### Met1 routing, run 1

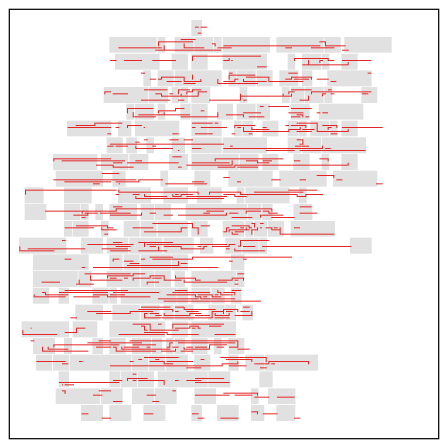
### The metal 2 layer, run 1

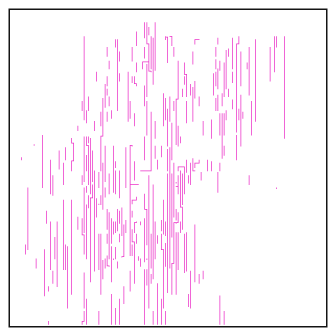
### M3 wires, run 1

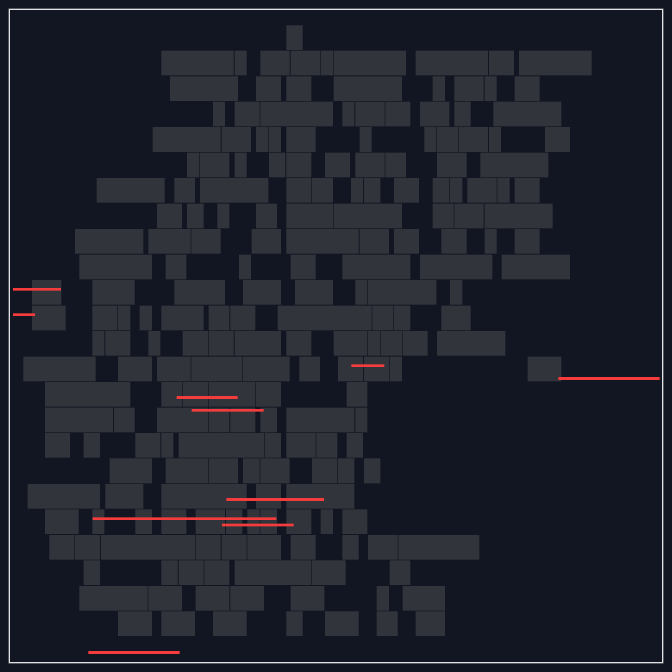
### Sequential cells grouped by signal name, run 1

Bar = 20 µm. Other sequential cells in the stronger grey, the rest of the logic in the fainter grey.
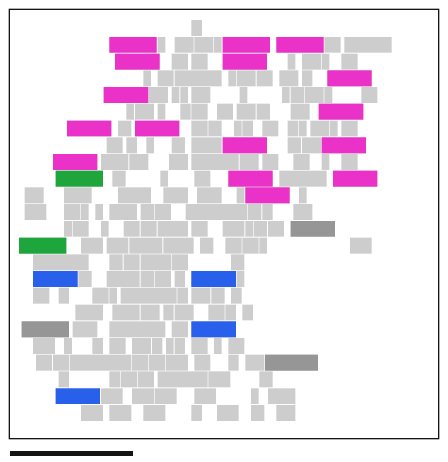
`src/rtl/elevator_car_fsm_if.sv`:
```
// Car interface: the floor call buttons going in, and the registered car status coming out.
interface elevator_car_fsm_if;
    logic [3:0] call_req;
    logic [1:0] floor;
    logic       UES;
    logic       LES;
    logic       IS;
    logic       door_open;
    logic       dir_up;
    logic [3:0] pending;

    // The master presses the buttons and watches the status.
    modport master (
        output call_req,
        input  floor, UES, LES, IS, door_open, dir_up, pending
    );

    // The car controller takes the buttons and drives the status.
    modport slave (
        input  call_req,
        output floor, UES, LES, IS, door_open, dir_up, pending
    );
endinterface

```
`src/rtl/elevator_car_fsm.sv`:
```
// Four-floor elevator car controller.
// Calls are latched into a pending mask. The car keeps its current direction
// while there are calls ahead of it, and flips direction only when no calls
// remain ahead. Every status output comes straight from a register, or from a
// decode of registers.
//
// state     | meaning
// ----------+--------------------------------------------------------------
// IDLE      | parked with the door closed; waiting for a call
// MOVE_UP   | travelling up; the travel counter times each floor
// MOVE_DOWN | travelling down; the travel counter times each floor
// DOOR_OPEN | door open at the current floor for DOOR_TICKS cycles
module elevator_car_fsm #(
    parameter int unsigned FLOOR_TICKS = 16,
    parameter int unsigned DOOR_TICKS  = 8
) (
    input  logic                 clk,
    input  logic                 reset,
    elevator_car_fsm_if.slave    bus
);

    typedef enum logic [1:0] {IDLE, MOVE_UP, MOVE_DOWN, DOOR_OPEN} state_t;

    localparam logic [15:0] FLOOR_LAST = 16'(FLOOR_TICKS - 1);
    localparam logic [15:0] DOOR_LAST  = 16'(DOOR_TICKS - 1);

    state_t      state_q, state_d;
    logic [1:0]  floor_q, floor_d;
    logic        dir_up_q, dir_up_d;
    logic [3:0]  pending_q, pending_d;
    logic [15:0] cnt_q, cnt_d;

    logic [3:0]  here;
    logic [3:0]  above;
    logic [3:0]  below;
    logic [3:0]  calls_all;
    logic [1:0]  arr_floor;
    logic [3:0]  arr_hot;
    logic        go_up;
    logic        go_down;

    // Next-state logic: the direction choice, the travel and door timing, and the pending-call bookkeeping.
    always_comb begin
        state_d   = state_q;
        floor_d   = floor_q;
        dir_up_d  = dir_up_q;
        cnt_d     = cnt_q;
        calls_all = pending_q | bus.call_req;
        pending_d = calls_all;
        here      = 4'b0001 << floor_q;
        above     = pending_q & (4'b1110 << floor_q);
        below     = pending_q & ~(4'b1111 << floor_q);
        arr_floor = floor_q;
        arr_hot   = here;

        // Keep going the current way while calls remain ahead; otherwise turn round.
        if (dir_up_q) begin
            go_up   = |above;
            go_down = ~(|above) & (|below);
        end else begin
            go_down = |below;
            go_up   = ~(|below) & (|above);
        end

        case (state_q)
            IDLE, DOOR_OPEN: begin
                // A call for the floor the car is standing at opens the door.
                // It never becomes a pending call.
                pending_d = pending_q | (bus.call_req & ~here);
                if (|(bus.call_req & here)) begin
                    state_d = DOOR_OPEN;
                    cnt_d   = 16'd0;
                end else if (state_q == DOOR_OPEN && cnt_q != DOOR_LAST) begin
                    cnt_d = cnt_q + 16'd1;
                end else begin
                    cnt_d = 16'd0;
                    if (go_up) begin
                        state_d  = MOVE_UP;
                        dir_up_d = 1'b1;
                    end else if (go_down) begin
                        state_d  = MOVE_DOWN;
                        dir_up_d = 1'b0;
                    end else begin
                        state_d = IDLE;
                    end
                end
            end
            MOVE_UP, MOVE_DOWN: begin
                if (cnt_q == FLOOR_LAST) begin
                    arr_floor = (state_q == MOVE_UP) ? floor_q + 2'd1 : floor_q - 2'd1;
                    arr_hot   = 4'b0001 << arr_floor;
                    floor_d   = arr_floor;
                    cnt_d     = 16'd0;
                    if (|(calls_all & arr_hot)) begin
                        // A call for this floor that arrives on the same edge is served now, so it is never latched.
                        pending_d = calls_all & ~arr_hot;
                        state_d   = DOOR_OPEN;
                    end else if ((state_q == MOVE_UP   && arr_floor == 2'd3) ||
                                 (state_q == MOVE_DOWN && arr_floor == 2'd0)) begin
                        state_d = IDLE;
                    end
                end else begin
                    cnt_d = cnt_q + 16'd1;
                end
            end
            default: state_d = IDLE;
        endcase
    end

    // State registers with a synchronous active-low reset; reset wins over any call or motion.
    always_ff @(posedge clk) begin
        if (!reset) begin
            state_q   <= IDLE;
            floor_q   <= 2'd0;
            dir_up_q  <= 1'b1;
            pending_q <= 4'd0;
            cnt_q     <= 16'd0;
        end else begin
            state_q   <= state_d;
            floor_q   <= floor_d;
            dir_up_q  <= dir_up_d;
            pending_q <= pending_d;
            cnt_q     <= cnt_d;
        end
    end

    assign bus.floor     = floor_q;
    assign bus.UES       = (floor_q == 2'd3);
    assign bus.LES       = (floor_q == 2'd0);
    assign bus.IS        = (state_q == MOVE_UP) || (state_q == MOVE_DOWN);
    assign bus.door_open = (state_q == DOOR_OPEN);
    assign bus.dir_up    = dir_up_q;
    assign bus.pending   = pending_q;

endmodule

```
`src/flat_wrapper.sv`:
```
// flat-port wrapper written by rule: the top's interface ports become plain ports
module elevator_car_fsm_flat 
#(
    parameter int unsigned FLOOR_TICKS = 16,
    parameter int unsigned DOOR_TICKS  = 8
)
  (clk, reset, bus_call_req, bus_floor, bus_UES, bus_LES, bus_IS, bus_door_open, bus_dir_up, bus_pending);
  elevator_car_fsm_if bus_i ();
  input  logic clk;
  input  logic reset;
  input wire logic [$bits(bus_i.call_req)-1:0] bus_call_req;
  output wire logic [$bits(bus_i.floor)-1:0] bus_floor;
  output wire logic [$bits(bus_i.UES)-1:0] bus_UES;
  output wire logic [$bits(bus_i.LES)-1:0] bus_LES;
  output wire logic [$bits(bus_i.IS)-1:0] bus_IS;
  output wire logic [$bits(bus_i.door_open)-1:0] bus_door_open;
  output wire logic [$bits(bus_i.dir_up)-1:0] bus_dir_up;
  output wire logic [$bits(bus_i.pending)-1:0] bus_pending;
  assign bus_i.call_req = bus_call_req;
  assign bus_floor = bus_i.floor;
  assign bus_UES = bus_i.UES;
  assign bus_LES = bus_i.LES;
  assign bus_IS = bus_i.IS;
  assign bus_door_open = bus_i.door_open;
  assign bus_dir_up = bus_i.dir_up;
  assign bus_pending = bus_i.pending;
  elevator_car_fsm #(.FLOOR_TICKS(FLOOR_TICKS), .DOOR_TICKS(DOOR_TICKS)) u_core (.clk(clk), .reset(reset), .bus(bus_i));
endmodule
```
`config.mk`:
```
export PLATFORM = sky130hd
export DESIGN_NAME = elevator_car_fsm_flat
export DESIGN_NICKNAME = d
export VERILOG_FILES = /design/src/rtl/elevator_car_fsm_if.sv /design/src/rtl/elevator_car_fsm.sv /design/src/flat_wrapper.sv
export SDC_FILE = /design/constraint.sdc
export NUM_CORES = 1
export LEC_CHECK = 0
export ABC_CLOCK_PERIOD_IN_PS = 1750
export CORE_UTILIZATION = 30
export DETAILED_ROUTE_END_ITERATION = 8
export SLEW_MARGIN = 20
export SYNTH_ARGS = -nofsm -noshare
export SYNTH_HDL_FRONTEND = slang
export SYNTH_SLANG_ARGS = --single-unit
```
`constraint.sdc`:
```
create_clock -name clk -period 1.75 [get_ports clk]
set_clock_uncertainty 0.05 [all_clocks]
set_input_delay 0.175 -clock clk [delete_from_list [all_inputs] [get_ports clk]]
set_output_delay 0.175 -clock clk [all_outputs]
set_load 0.02 [all_outputs]
```
==> notes.md, run 1 <==
Implementation numbers.

- The run finished, with violations left.
- The checks that failed: setup timing.
- Ranked by flip-flop count, first place goes to u_core.cnt_q.
- The share of synthesized area spent on multiplexers is between 3 and 4%.
- In this run, CTS created clock tree buffers numbering 3.
- The largest family of logic cells by area is simple AND/OR/NAND/NOR gates.
- The class of the tightest hold or removal check is reg2reg.
- For this run, the slowest stage of the critical path takes 0.35 ns.
- The synthesized design contains 0 enable-type register cells.
- Sorting the synthesized cells by how often they occur yields dfxtp_1, nor2_1, o21ai_0.
- The floorplan report lists the tap cell count as 52.
- The transition time recorded at the tightest slew-check pin is 0.5558 ns.
- Nets still carrying antenna violations after routing amount to 0.
- The worst endpoint data arrival time is approximately 1.9 ns.
- The post-synthesis compound-gate area fraction is 16.99%.
- Total power normalized to cell area comes to 939.6 nW/µm².
- The number of diodes added for antenna fixing is 0.
- The biggest slice of the total power is consumed by combinational cells.
- The final sum of negative setup slack is -0.03551 ns.
- Once the clock tree was built, the resizer swapped 13 gates to a different size.
- The detail-routed via count per cell is between 4 and 5.
- The share of synthesized cell area in full adder, half adder and majority cells is ~7.3%.
- Buffers inserted to repair hold after CTS numbered 0.
- The layout report lists the clock-cell share of area as between 2 and 2.5%.
- The post-route standard cell area excluding fillers is slightly above 2000 µm².
- The minimum clock period after layout is approximately 1.8 ns.
- The first-pass iteration count of the detailed router is 4.
- The maximum count of clock buffers along a single path is 2.
- STA lists the endpoint of the worst register-to-register path as u_core.state_q[0].
- In this run the register-to-register setup slack is -0.02 ns.
- After layout, the inverter instance count without clock inverters stands at 7.
- The last element of the critical path is u_core.state_q[0].
- For reference, the final report shows the hold violation count at 0.
- The skew report gives the latency at the later pin of the worst-skew pair as around 0.27 ns.
- After the last flow step, the layout net total stands at roughly 220.
- The finished layout holds between 200 and 300 standard cells, fillers aside.
- The depth of the critical timing path with buffers and inverters included is 10.
- The worst slew margin relative to its limit is roughly 63%.
- Routability-driven placement finished with a final weighted congestion of between 0.8 and 0.9.
- The number of placed instances, taps included is around 250.
- The combinational cell fraction of total power is ~47%.
- The type of origin of the critical path is a flip-flop.
- The leakage power of the design is roughly 0.84 nW.
- The final setup violation count is 2.
- At the placement stage, the worst setup path has a slack of -0.1290 ns.
- The post-synthesis cell count is between 150 and 200.
- The completed layout was analyzed and its total power is between 1.5 and 2 mW.
- In the layout the commonest cells are buf_4, dfxtp_1, nor2_1.
- Per the timing report, the biggest fanout along the worst path comes to 3.
- Across the VDD grid, the largest voltage drop is 720.0 µV.
- Leaving out the clock tree, the finished layout contains a buffer count of between 50 and 60.
- Buffers added to address setup during post-CTS repair amount to 1.
- The final worst slack is -0.01873 ns.
- Entering global routing, the biggest net connects 16 pins.
- The global-route total usage across every layer is 13.71%.
- In this run, the number of DRC markers left after iteration 0 of detailed routing was 29.
- The number of global-route vias before repair is approximately 1200.
- On met2, the global router reports a usage of a little under a quarter.
- The start point of the critical path is u_core.state_q[1].
- After synthesis, the cell types taking the most area are dfxtp_1, ha_1, xor2_1.
- In the final routed layout, each cell accounts on average for 12.17 µm.
- The number of filler cells placed in the layout is between 400 and 500.
- The number of flip-flops in the largest register is 16.
- Between the synthesized netlist and the finished layout, the area growth was recorded as 50.23%.
- The post-route netlist has about 36% of its cells at a drive strength greater than 1.
- The instance area after placement is between 1500 and 2000 µm².
- Summing the sequential cell areas from Yosys gives between 30% and 40% of the chip area.
- The tool warning count for the run is 34.
- The mean instance size in the synthesized netlist is 9.014 µm².
- The post-DP HPWL is about 2300 µm.
- The max capacitance violation total is 0.
## Picture notes: 'Met1 routing'
wire length on this layer: 1530 µm
main direction: horizontal
longest straight run: 25.3 µm

## Picture notes: 'The metal 2 layer'
main direction: vertical
nets with wire on the layer: 179
Vias: 1245
final wirelength: 3140 µm

## Picture notes: 'M3 wires'
nets with wire on the layer: 9
main direction: horizontal
share of all routed wire: 2.6%
wire length on this layer: 80.5 µm
longest straight run: 19.3 µm
met3 Track Usage GR: 1.599%

## Picture notes: 'Sequential cells grouped by signal name'
legend:
  u_core.bus.pending:
    colour: blue
    flops: 4
  u_core.cnt_q:
    colour: magenta
    flops: 16
  u_core.state_q:
    colour: green
    flops: 2
fraction of area in registers: 24.86%
Flop area: 511.7 µm²

==> run 1 -> run 2 <==
--- a/config.mk
+++ b/config.mk
@@ -5,7 +5,8 @@
 export SDC_FILE = /design/constraint.sdc
 export NUM_CORES = 1
 export LEC_CHECK = 0
-export ABC_CLOCK_PERIOD_IN_PS = 1750
+export ABC_CLOCK_PERIOD_IN_PS = 2000
+export CORE_MARGIN = 1.5
 export CORE_UTILIZATION = 30
 export DETAILED_ROUTE_END_ITERATION = 8
 export SLEW_MARGIN = 20
==> constraint.sdc (replaced) <==
create_clock -name clk -period 2 [get_ports clk]
set_clock_uncertainty 0.05 [all_clocks]
set_input_delay 0.2 -clock clk [delete_from_list [all_inputs] [get_ports clk]]
set_output_delay 0.2 -clock clk [all_outputs]
set_load 0.02 [all_outputs]
### M3 wires, run 2

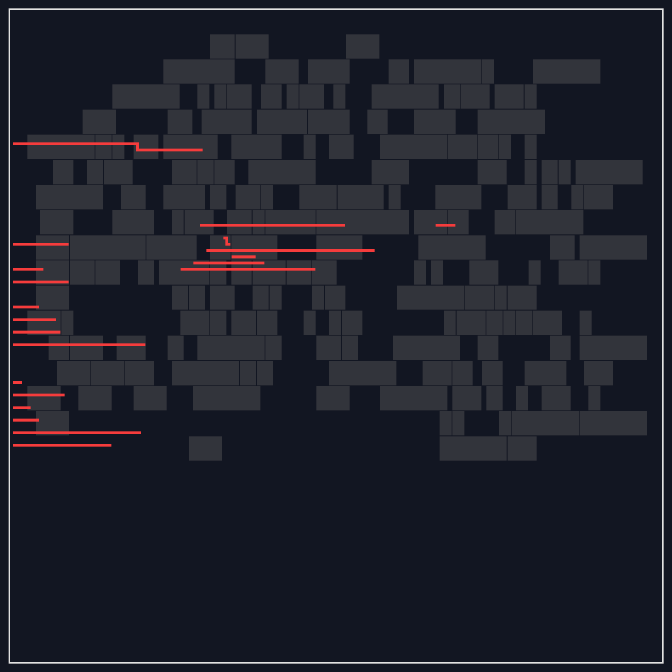
main direction: horizontal
wire length on this layer: 156 µm
share of all routed wire: 5.1%
final wirelength: 3042 µm
Vias: 1183
met3 Track Usage GR: 3.989%

### Congestion heat map, run 2

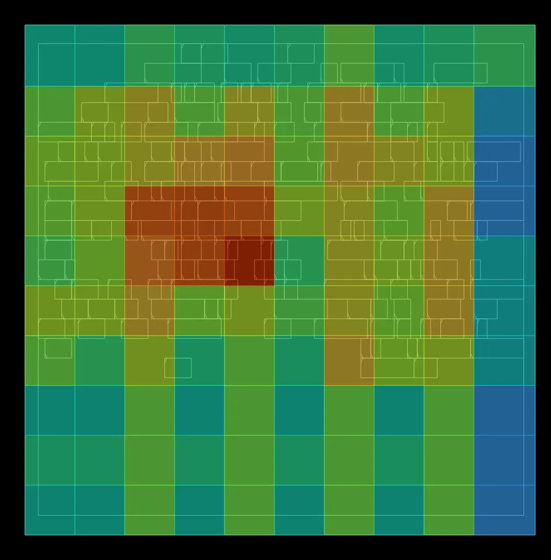
routed length per instance: 13.11 µm
GR Util All Layers: 13.02%

==> notes.md, run 2 <==
Implementation numbers.

- The largest family of logic cells by area is simple AND/OR/NAND/NOR gates.
- Yosys reports that the most numerous cell types are dfxtp_1, nor2_1, o21ai_0.
- The proportion of cell area occupied by registers is 28.62%.
- met2 track demand over resource after global routing is around a fifth.
- Per the post-route antenna check, the number of violating nets is 0.
- The final layout contains 195 nets.
- In this run the worst hold path is classified as reg2reg.
- The post-synthesis cell count is ~150.
- In the final layout, the fill cell count is roughly 450.
- The register-to-register path setup slack is between 0.1 and 0.15 ns.
- STA lists the maximum fanout along the critical path as 6.
- The power group with the largest share is combinational cells.
- The total number of warnings across the stage logs is 31.
- The final layout reports a setup TNS of 0 ns.
- The depth of the critical timing path with buffers and inverters included is 3.
- The non-clock buffer instance count of the final layout is 27.
- Per the log, the first TritonRoute iteration ended with a DRC count of around 66.
- Per the CTS log, the buffer count on the longest clock path is 2.
- The power report attributes to the combinational group a share of between 40% and 50%.
- After routing the design area is around 1800 µm².
- Data arrives at the worst endpoint at approximately 1.6 ns.
- The number of tap instances is 52.
- The worst voltage drop across the vdd grid is 378.0 µV.
- The latest clock arrival within the worst-skew pair is 0.27 ns.
- From the final report, the count of setup violators was given as 0.
- Entering global routing, the biggest net connects 16 pins.
- OpenSTA, run right after detailed placement, puts the worst setup slack at between 0.02 and 0.025 ns.
- The register with the most flip-flops in the layout has 16 of them.
- The run finished with clean final reports.
- The final cell count without fillers is around 230.
- The number of hold buffers added after CTS was 0.
- Per the synthesis report, the adder-cell share of the synthesized area is ~7.3%.
- The share of cells above drive strength 1 is a little under a fifth.
- The number of global-route vias before repair is roughly 1200.
- Summing the sequential cell areas from Yosys gives 36.53% of the chip area.
- The number of placed instances, taps included is 227.
- The post-synthesis compound-gate area fraction is around 17%.
- After synthesis, the mean cell area works out to 9.014 µm².
- The last element of the critical path is bus_UES.
- The total CTS buffers is 3.
- The number of gates resized after CTS is 1.
- Compared with the post-synthesis result, the final layout area differs by 27.95%.
Power is estimated from default activity; no workload was simulated.
